==> src/rtl/instr_fetch.sv <==
// instr_fetch: fetch stage that sits right after the program counter.
// Latches the requested PC, runs a req/ack transaction on the instruction
// memory port, holds the returned word for decode and drops in-flight
// fetches on a redirect (flush). A stuck memory is abandoned after
// TIMEOUT_CYCLES waiting cycles.
// Optional build macro FETCH_ALIGN_CHECK_EN: misaligned PCs are trapped
// without touching memory and reported on the extra misalign_err output.

module instr_fetch #(
  parameter logic [31:0] DEFAULT_ENTRY  = 32'h0040_0000,
  parameter int unsigned TIMEOUT_CYCLES = 16,
  parameter logic [31:0] NOP_INSTR      = 32'h0000_0000
) (
  input  logic        clk,
  input  logic        rst,
  input  logic [31:0] pc,
  input  logic        pc_req,
  input  logic        flush,
  output logic        fetch_ready,
  output logic        imem_req,
  output logic [31:0] imem_addr,
  input  logic        imem_ack,
  input  logic [31:0] imem_rdata,
  output logic [31:0] instr,
  output logic [31:0] instr_pc,
  output logic        instr_valid,
  input  logic        instr_taken,
  output logic        timeout_err
`ifdef FETCH_ALIGN_CHECK_EN
  ,
  output logic        misalign_err
`endif
);

  localparam logic [8:0] TIMEOUT_LIMIT = 9'(TIMEOUT_CYCLES);

  typedef enum logic [1:0] {IDLE, REQ, DRAIN, HOLD} state_t;

  state_t      state;
  state_t      state_next;
  logic [7:0]  wait_count;
  logic [7:0]  wait_count_next;
  logic [8:0]  wait_count_inc;
  logic        timeout_hit;
  logic        timeout_fire;
  logic        capture;
  logic        accept;
  logic        misaligned;
  logic        issue;
  logic [31:0] instr_word;

  // Decode whether a PC is accepted/issued this cycle and whether the memory wait has expired
  always_comb begin
    accept = fetch_ready & pc_req;
`ifdef FETCH_ALIGN_CHECK_EN
    misaligned = |pc[1:0];
`else
    misaligned = 1'b0;
`endif
    issue          = accept & ~misaligned;
    wait_count_inc = {1'b0, wait_count} + 9'd1;
    timeout_hit    = ~imem_ack & (wait_count_inc >= TIMEOUT_LIMIT);
    capture        = (state == REQ) & imem_ack & ~flush;
    timeout_fire   = ((state == REQ) & ~flush & timeout_hit) |
                     ((state == DRAIN) & timeout_hit);
  end

  // State register and memory-wait counter
  always_ff @(posedge clk or posedge rst) begin
    if (rst) begin
      state      <= IDLE;
      wait_count <= 8'd0;
    end else begin
      state      <= state_next;
      wait_count <= wait_count_next;
    end
  end

  // Next-state logic; flush outranks ack/timeout, which outrank instr_taken, then pc_req
  always_comb begin
    state_next      = state;
    wait_count_next = wait_count;
    case (state)
      IDLE: begin
        if (issue) state_next = REQ;
      end
      REQ: begin
        if (flush & imem_ack) begin
          state_next      = IDLE;
          wait_count_next = 8'd0;
        end else if (flush) begin
          state_next      = DRAIN;
          wait_count_next = wait_count_inc[7:0];
        end else if (imem_ack) begin
          state_next      = HOLD;
          wait_count_next = 8'd0;
        end else if (timeout_hit) begin
          state_next      = IDLE;
          wait_count_next = 8'd0;
        end else begin
          wait_count_next = wait_count_inc[7:0];
        end
      end
      DRAIN: begin
        if (imem_ack | timeout_hit) begin
          state_next      = IDLE;
          wait_count_next = 8'd0;
        end else begin
          wait_count_next = wait_count_inc[7:0];
        end
      end
      HOLD: begin
        if (flush) state_next = IDLE;
        else if (instr_taken) state_next = issue ? REQ : IDLE;
      end
      default: state_next = IDLE;
    endcase
  end

  // Outputs decoded from the current state
  always_comb begin
    fetch_ready = ~flush & ((state == IDLE) | ((state == HOLD) & instr_taken));
    imem_req    = (state == REQ) | (state == DRAIN);
    instr_valid = (state == HOLD);
    instr       = instr_valid ? instr_word : NOP_INSTR;
  end

  // Address latch, fetched word capture and one-cycle error pulses
  always_ff @(posedge clk or posedge rst) begin
    if (rst) begin
      imem_addr    <= DEFAULT_ENTRY;
      instr_word   <= NOP_INSTR;
      instr_pc     <= DEFAULT_ENTRY;
      timeout_err  <= 1'b0;
`ifdef FETCH_ALIGN_CHECK_EN
      misalign_err <= 1'b0;
`endif
    end else begin
      timeout_err <= timeout_fire;
      if (issue) imem_addr <= pc & ~32'h3;
      if (capture) begin
        instr_word <= imem_rdata;
        instr_pc   <= imem_addr;
      end
`ifdef FETCH_ALIGN_CHECK_EN
      misalign_err <= accept & misaligned;
      if (accept & misaligned) instr_pc <= pc;
`endif
    end
  end

endmodule
==> config.mk <==
export PLATFORM = sky130hd
export DESIGN_NAME = instr_fetch
export DESIGN_NICKNAME = d
export VERILOG_FILES = /design/src/rtl/instr_fetch.sv
export SDC_FILE = /design/constraint.sdc
export NUM_CORES = 1
export LEC_CHECK = 0
export CAP_MARGIN = 15
export CORE_MARGIN = 10
export CORE_UTILIZATION = 48
export DETAILED_ROUTE_END_ITERATION = 12
export PLACE_DENSITY = 0.86
export SLEW_MARGIN = 25
export SYNTH_ARGS = -nofsm -noshare
export SYNTH_HDL_FRONTEND = slang
export SYNTH_SLANG_ARGS = --single-unit
==> constraint.sdc <==
create_clock -name clk -period 7.4 [get_ports clk]
set_input_delay 1.11 -clock clk [delete_from_list [all_inputs] [get_ports clk]]
set_output_delay 1.11 -clock clk [all_outputs]
set_load 0.01 [all_outputs]
==> run_1/wires.png <==
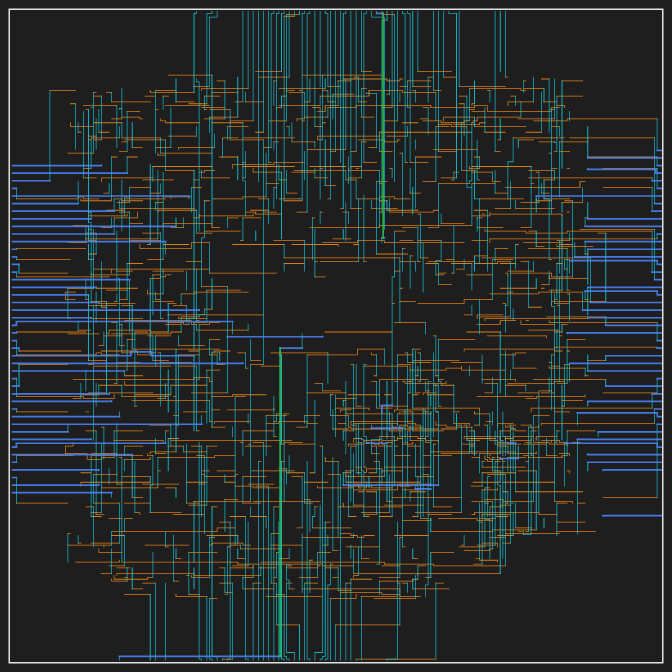
[cyan] metal 2 | wire length: 5380 µm
[orange] metal 1 | wire length: 4300 µm
[green] metal 4 | wire length: 95.2 µm
[blue] metal 3 | wire length: 1160 µm

==> run_1/io_fan.png <==
The bar under the picture is 20 µm long.
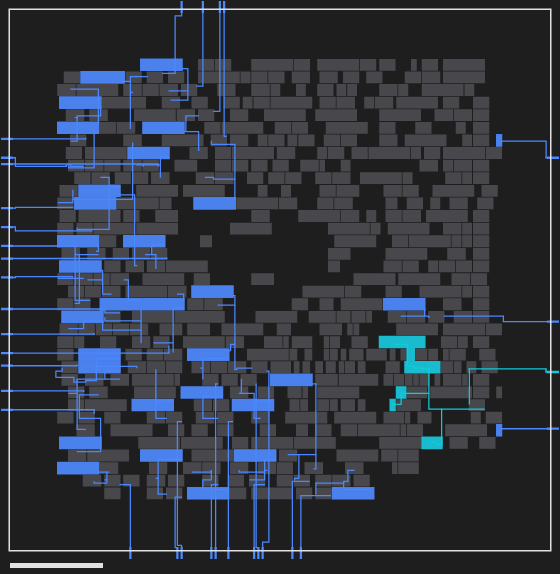
[blue] `imem_addr` | bits: 32 | direction: output | edge: 14 west, 11 south, 4 north, 3 east | end cells: 32 | buffers: 30 | wire: 1290 µm
[cyan] `imem_ack` | bits: 1 | direction: input | edge: east | end cells: 7 | buffers: 1 | wire: 80.1 µm

==> flow_results.xml, run 1 <==
<?xml version="1.0" encoding="UTF-8"?>
<metrics>
  <group name="floorplanning">
    <metric name="chip_area" unit="µm²">13600</metric>
    <metric name="floorplan.core_area" unit="µm²">9150</metric>
    <metric name="fp.dieW" unit="µm">117</metric>
    <metric name="boundaryPins" unit="">170</metric>
    <metric name="floorplan.rows" unit="">35</metric>
    <metric name="fp_util" unit="%">48.9</metric>
  </group>
  <group name="setup_path">
    <metric name="worst-path-max-fanout" unit="">2</metric>
    <metric name="reg2regPathDepth" unit="">4</metric>
    <metric name="crit_path_start_kind" unit="">input port</metric>
    <metric name="worst_ep_arrival_time" unit="ns">2.37</metric>
    <metric name="timing.rr.start" unit="">state[0]$_DFFE_PP0P_</metric>
    <metric name="setup.worst_path.end" unit="">fetch_ready</metric>
    <metric name="critPathKind" unit="">in -&gt; out</metric>
    <metric name="critPathLaunch" unit="">instr_taken</metric>
    <metric name="regToRegEndpoint" unit="">imem_addr[18]$_DFFE_PP0P_</metric>
    <metric name="crit_path_end_kind" unit="">output pin</metric>
    <metric name="ff2ff_setup_slack" unit="ns">4.93</metric>
  </group>
  <group name="clock_network">
    <metric name="numClockSinks" unit="">103</metric>
    <metric name="clk_pin_slew_worst_paths" unit="ns">0.08</metric>
    <metric name="tritoncts" unit="">built</metric>
    <metric name="ctsLongestPathBuffers" unit="">2</metric>
    <metric name="insertion_delay_late_pin" unit="ns">0.34</metric>
    <metric name="cts-buffers-inserted" unit="">9</metric>
    <metric name="clock_root_cell" unit="">clkbuf_8</metric>
    <metric name="cts_post_setup_buffers_inserted" unit="">0</metric>
  </group>
  <group name="placement">
    <metric name="port_buffers" unit="">163</metric>
    <metric name="placed_cells" unit="">582</metric>
    <metric name="gp_routability_congestion" unit="">0.779</metric>
    <metric name="dp_worst_setup_slack" unit="ns">3.89</metric>
    <metric name="hpwlAfterDp" unit="µm">8260</metric>
  </group>
  <group name="outcome">
    <metric name="outcome" unit="">completed</metric>
  </group>
  <group name="synthesis">
    <metric name="enable_flop_cells" unit="">0</metric>
    <metric name="synth.largest_area_cell" unit="">dfrtp_1</metric>
    <metric name="count_of_yosys_warnings_during_synthesis" unit="">0</metric>
    <metric name="synth.distinct_cells" unit="">42</metric>
    <metric name="async_reset_ff_share" unit="%">100</metric>
    <metric name="synth_sequential_area_ratio" unit="%">57.7</metric>
    <metric name="numSynthFlops" unit="">103</metric>
    <metric name="syn_inst" unit="">321</metric>
    <metric name="synthesized_area" unit="µm²">4470</metric>
    <metric name="ys_cells" unit="">321</metric>
    <metric name="synth_chip_area" unit="µm²">4470</metric>
  </group>
  <group name="pwr">
    <metric name="clock_net_power" unit="W">0.000342</metric>
    <metric name="switching_power" unit="W">0.000760</metric>
    <metric name="power_frac_comb" unit="%">44.5</metric>
    <metric name="max-vdd-ir-drop" unit="mV">0.222</metric>
    <metric name="p_comb" unit="W">0.00107</metric>
    <metric name="p_leak" unit="nW">2.69</metric>
    <metric name="power_frac_clock" unit="%">14.2</metric>
    <metric name="power.sequential.fraction" unit="%">41.3</metric>
    <metric name="power-top-group" unit="">combinational logic</metric>
    <metric name="powerSeq" unit="W">0.000993</metric>
    <metric name="p_int" unit="W">0.00164</metric>
  </group>
  <group name="min_path">
    <metric name="hold_class" unit="">reg -&gt; reg</metric>
    <metric name="worstHoldPathCells" unit="">1</metric>
    <metric name="min_to" unit="">instr_word[23]$_DFFE_PP0P_</metric>
  </group>
  <group name="final_timing">
    <metric name="worst-slew-pin-transition" unit="ns">0.958</metric>
    <metric name="setup_viol_count_final" unit="">0</metric>
    <metric name="finalWorstSetupSlack" unit="ns">3.92</metric>
    <metric name="rsz0062_at_grt" unit="">false</metric>
    <metric name="finalMaxSlewViolations" unit="">0</metric>
    <metric name="maxClockFrequency" unit="MHz">287</metric>
    <metric name="final.period_utilization" unit="%">47.1</metric>
    <metric name="final_hold_viol_count" unit="">0</metric>
    <metric name="finClkSkew" unit="ns">0.0154</metric>
    <metric name="fin_crit" unit="ns">3.48</metric>
  </group>
  <group name="final_layout">
    <metric name="final_cell_count_no_fill" unit="">598</metric>
    <metric name="nNetsFinal" unit="">561</metric>
    <metric name="mostFrequentLayoutCells" unit="">163 x clkdlybuf4s50_1, 101 x dfrtp_1, 88 x mux2_2</metric>
    <metric name="proportion_of_layout_cells_with_a_drive_suffix_above_1" unit="%">24.0</metric>
    <metric name="final_common_cell" unit="">clkdlybuf4s50_1</metric>
    <metric name="layout.filler_cells" unit="">681</metric>
    <metric name="synthToLayoutAreaGrowth" unit="%">42.7</metric>
    <metric name="ant_cells" unit="">0</metric>
    <metric name="final-seq-area" unit="µm²">2580</metric>
    <metric name="logic_area" unit="µm²">1800</metric>
  </group>
  <group name="global_route">
    <metric name="gr-usage-all-layers" unit="%">16.1</metric>
    <metric name="global_route_total_overflow" unit="">0</metric>
    <metric name="global_route_wire_length_before_repair" unit="µm">17200</metric>
    <metric name="grt_max_degree" unit="">54</metric>
    <metric name="antenna_found_initial" unit="">0</metric>
  </group>
  <group name="route">
    <metric name="avgViaCountPerCell" unit="">5.08</metric>
    <metric name="vias" unit="">3039</metric>
    <metric name="drc" unit="">0</metric>
    <metric name="wl_per_cell" unit="µm">18.3</metric>
    <metric name="dr.first_iter.drc_count" unit="">114</metric>
  </group>
  <group name="run">
    <metric name="warnings" unit="">35</metric>
    <metric name="cap_violations" unit="">0</metric>
  </group>
</metrics>
==> run_1/sizes.png <==
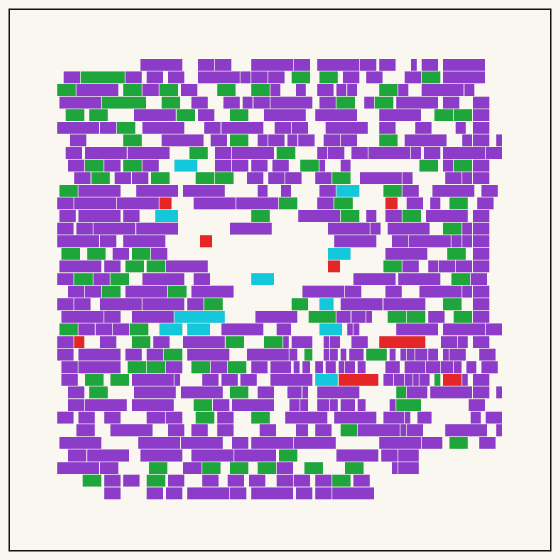
[red] _3 and _4 cells | cells: 8
[purple] _0 and _1 cells | cells: 370
[cyan] _6 and larger | cells: 11
[green] _2 cells | cells: 98

run 1: critical path, cell delays in order:
cell	delay, ns
clkdlybuf4s50_1	0.48
a21oi_1	0.11
nor2_1	0.12
clkdlybuf4s50_1	0.55
run 1: layout make-up:
class | instances | area share [%]
Multi-Input combinational cell | 195 | 28.2
Sequential cell | 103 | 40.4
Clock buffer | 11 | 2.06
Tap cell | 111 | 2.17
Clock inverter | 5 | 0.921
Timing Repair Buffer | 165 | 25.8
Inverter | 8 | 0.509
run 1: stage by stage:
step	util (%)	hold slack (ns)	total power, W	cell area (µm²)
after detailed placement	67.7	0.486	0.00209	6190
after global routing	69.8	0.523	0.00257	6390
after floorplan	-	0.471	0.00151	4490
final	69.8	0.502	0.00240	6390
after global placement	67.7	0.479	0.00204	6190
after CTS	69.7	0.510	0.00244	6380
run 1: sequential cells by signal, indices dropped and copies added (netlist names):
| signal | count |
|---|---|
| imem_addr | 30 |
| instr_pc | 30 |
| instr_word | 32 |
| state | 2 |
| timeout_err | 1 |
| wait_count | 8 |
run 1: layer usage:
layer,wire [µm],vias to the layer above,global-route usage [%],part of all wire [%]
li1,-,1436,-,-
met1,4300,1490,18.3,39
met2,5380,109,26.5,49
met3,1160,4,8.12,11
met4,95,0,4.12,0.87
met5,0,-,0,0
run 1: kinds of logic after synthesis:
family | synth area share [%]
other cells | 0.0838
compound gates | 4.31
simple gates | 8.47
mux | 24.1
buf+inv | 2.68
xor+xnor | 0.196
fa+ha+maj | 2.52
flops | 57.7
run 1: synthesized netlist by cell type (all sizes together), types with 3 or more instances:
library cell	instances
mux2	93
o21ai	5
dfrtp	101
nor2	6
nand2	9
clkbuf	8
and3	3
ha	9
mux2i	3
and2	33
buf	10
nand3	4
inv	8
==> run 1 -> run 2 <==
--- a/config.mk
+++ b/config.mk
@@ -7,9 +7,9 @@
 export LEC_CHECK = 0
 export CAP_MARGIN = 15
 export CORE_MARGIN = 10
-export CORE_UTILIZATION = 48
+export CORE_UTILIZATION = 40
 export DETAILED_ROUTE_END_ITERATION = 12
-export PLACE_DENSITY = 0.86
+export PLACE_DENSITY = 0.77
 export SLEW_MARGIN = 25
 export SYNTH_ARGS = -nofsm -noshare
 export SYNTH_HDL_FRONTEND = slang
==> constraint.sdc (replaced) <==
create_clock -name clk -period 3.1 [get_ports clk]
set_input_delay 0.465 -clock clk [delete_from_list [all_inputs] [get_ports clk]]
set_output_delay 0.465 -clock clk [all_outputs]
set_load 0.01 [all_outputs]
==> run 2 against run 1 <==
Core utilization decreased by 10 points. Clock skew is 0.0029 ns lower. First-iteration DRC count decreased by 17%. Worst setup slack got worse by 3.5 ns. Power grew 140%. Combinational power increased by 140%.
==> flow_results.xml, run 2 <==
<?xml version="1.0" encoding="UTF-8"?>
<metrics>
  <group name="outcome">
    <metric name="outcome" unit="">completed</metric>
  </group>
  <group name="route">
    <metric name="wl_per_cell" unit="µm">17.7</metric>
    <metric name="met1_length" unit="µm">4390</metric>
    <metric name="vias" unit="">3087</metric>
    <metric name="drc" unit="">0</metric>
    <metric name="metal2_wl" unit="µm">5460</metric>
    <metric name="dr.first_iter.drc_count" unit="">95</metric>
  </group>
  <group name="synthesis">
    <metric name="synth_cell_count_leaders" unit="">101 x dfrtp_1, 88 x mux2_2, 33 x and2_1</metric>
    <metric name="enable_flop_cells" unit="">0</metric>
    <metric name="synth_top_cell_by_count" unit="">dfrtp_1</metric>
    <metric name="synth.largest_area_cell" unit="">dfrtp_1</metric>
    <metric name="numSynthFlops" unit="">103</metric>
    <metric name="synthesized_area" unit="µm²">4470</metric>
  </group>
  <group name="setup_path">
    <metric name="reg2regPathDepth" unit="">5</metric>
    <metric name="critPathLaunch" unit="">state[1]$_DFFE_PP0P_</metric>
    <metric name="crit_chain" unit="">ha_1, buf_4, and2_1, clkdlybuf4s50_1</metric>
    <metric name="critPathMaxStageDelay" unit="ns">0.57</metric>
    <metric name="worst_ep_arrival_time" unit="ns">2.27</metric>
    <metric name="worst-path-max-fanout" unit="">19</metric>
    <metric name="critPathKind" unit="">reg -&gt; out</metric>
  </group>
  <group name="pwr">
    <metric name="max-vdd-ir-drop" unit="mV">0.542</metric>
  </group>
  <group name="global_route">
    <metric name="global_route.usage.met1" unit="%">15.6</metric>
    <metric name="antenna_found_initial" unit="">0</metric>
    <metric name="grt_max_degree" unit="">44</metric>
    <metric name="global_route_wire_length_before_repair" unit="µm">18300</metric>
    <metric name="global_route_total_overflow" unit="">0</metric>
    <metric name="gr-max-usage-layer" unit="">met2</metric>
  </group>
  <group name="final_layout">
    <metric name="final_core_utilization" unit="%">59.5</metric>
    <metric name="mostFrequentLayoutCells" unit="">163 x clkdlybuf4s50_1, 101 x dfrtp_1, 88 x mux2_2</metric>
    <metric name="largest_register_by_flop_count" unit="">instr_word</metric>
    <metric name="layout_top_registers" unit="">instr_word x32, imem_addr x30, instr_pc x30</metric>
    <metric name="layout.filler_cells" unit="">919</metric>
    <metric name="largest_reg_flops" unit="">32</metric>
    <metric name="final-seq-area" unit="µm²">2580</metric>
  </group>
  <group name="final_timing">
    <metric name="worst-slew-pin-transition" unit="ns">0.743</metric>
    <metric name="setup_viol_count_final" unit="">0</metric>
    <metric name="finClkSkew" unit="ns">0.0125</metric>
    <metric name="maxClockFrequency" unit="MHz">366</metric>
    <metric name="fin_crit" unit="ns">2.73</metric>
    <metric name="finalMaxSlewViolations" unit="">0</metric>
  </group>
  <group name="floorplanning">
    <metric name="fp_util" unit="%">41.1</metric>
  </group>
  <group name="clock_network">
    <metric name="cts_post_setup_buffers_inserted" unit="">0</metric>
    <metric name="insertion_delay_late_pin" unit="ns">0.35</metric>
    <metric name="clock_root_cell" unit="">clkbuf_8</metric>
    <metric name="numClockSinks" unit="">103</metric>
  </group>
  <group name="placement">
    <metric name="gp_routability_congestion" unit="">0.790</metric>
    <metric name="placed_area" unit="µm²">6280</metric>
  </group>
  <group name="run">
    <metric name="warnings" unit="">35</metric>
    <metric name="cap_violations" unit="">0</metric>
  </group>
</metrics>
## run 2: stage by stage
step                hold WS, ns  cells  setup slack (ns)
global route              0.519    632             0.225
finish                    0.504    632             0.370
detailed placement        0.486    616             0.532
floorplan                 0.471    324              1.25
CTS                       0.508    632             0.317
global placement          0.479    616             0.608
## run 2: kinds of logic after synthesis
kind of cell,Yosys count,synth area share [%]
other,1,0.0838
multiplexers,96,24.1
adder cells (fa/ha/maj),9,2.52
XOR/XNOR,1,0.196
AND-OR/OR-AND,22,4.31
AND/OR/NAND/NOR,63,8.47
buffers and inverters,26,2.68
flip-flops,103,57.7
## run 2: critical path, delay by kind of cell (launching register included)
kind          cells  cell delay [ns]
fa+ha+maj         1             0.50
simple gates      1             0.15
buf+inv           2             0.87
flops             1             0.40
## run 2: area by class of cell
cell class | count | area share (%)
Clock buffer | 11 | 2.34
Clock inverter | 5 | 0.715
Inverter | 8 | 0.521
Multi-Input combinational cell | 195 | 27.7
Sequential cell | 103 | 39.8
Tap cell | 140 | 2.70
Timing Repair Buffer | 170 | 26.2
## run 2: final timing paths
kind                       slack, ns                         end
setup / recovery                0.37                   instr[27]
hold / removal                  0.50  instr_word[25]$_DFFE_PP0P_
setup reg to reg                0.94   imem_addr[10]$_DFFE_PP0P_
hold reg to reg                 0.50  instr_word[25]$_DFFE_PP0P_
max in group asynchronous       1.80   imem_addr[10]$_DFFE_PP0P_
min in group asynchronous       0.56    instr_pc[12]$_DFFE_PP0P_
## run 2: power breakdown
group / total (W) / leakage [nW] / internal (W) / switching [W]
logic: 0.00258 / 1.39 / 0.00156 / 0.00102
clock network: 0.000831 / 0.102 / 0.000351 / 0.000480
registers: 0.00237 / 1.24 / 0.00200 / 0.000370
total: 0.00578 / 2.73 / 0.00391 / 0.00187
==> run_2/io_fan.png <==
The bar under the picture is 50 µm long.
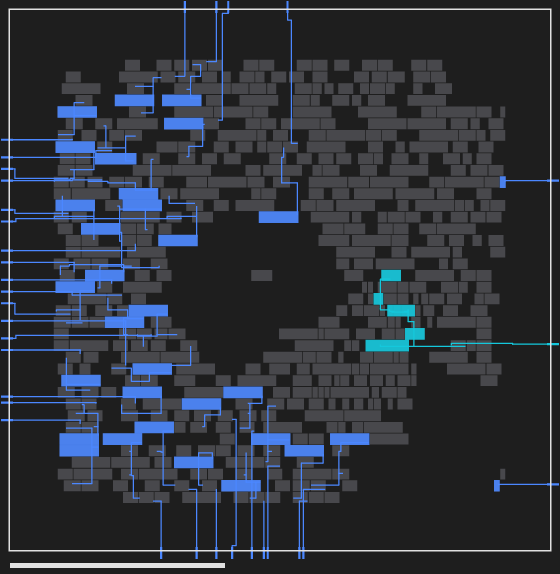
[blue] `imem_addr` | bits: 32 | direction: output | edge: 17 west, 9 south, 4 north, 2 east | end cells: 32 | buffers: 30 | wire: 1250 µm
[cyan] `imem_ack` | bits: 1 | direction: input | edge: east | end cells: 7 | buffers: 1 | wire: 71.4 µm
# IOs: 170
quantity of I/O buffers inserted on ports: 163

==> run_2/sizes.png <==
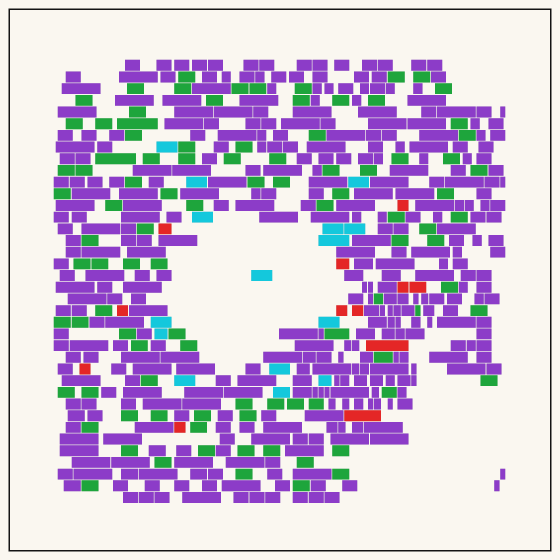
[purple] _0 and _1 cells | cells: 369
[cyan] _6 and larger | cells: 15
[green] _2 cells | cells: 96
[red] _3 and _4 cells | cells: 12
Post-Layout Inst Area: 6480 µm²
Layout area overhead: 44.8%
bufs w/o clock: 170
least setup slack across all paths after layout: 0.370 ns

Power is estimated from default activity; no workload was simulated.
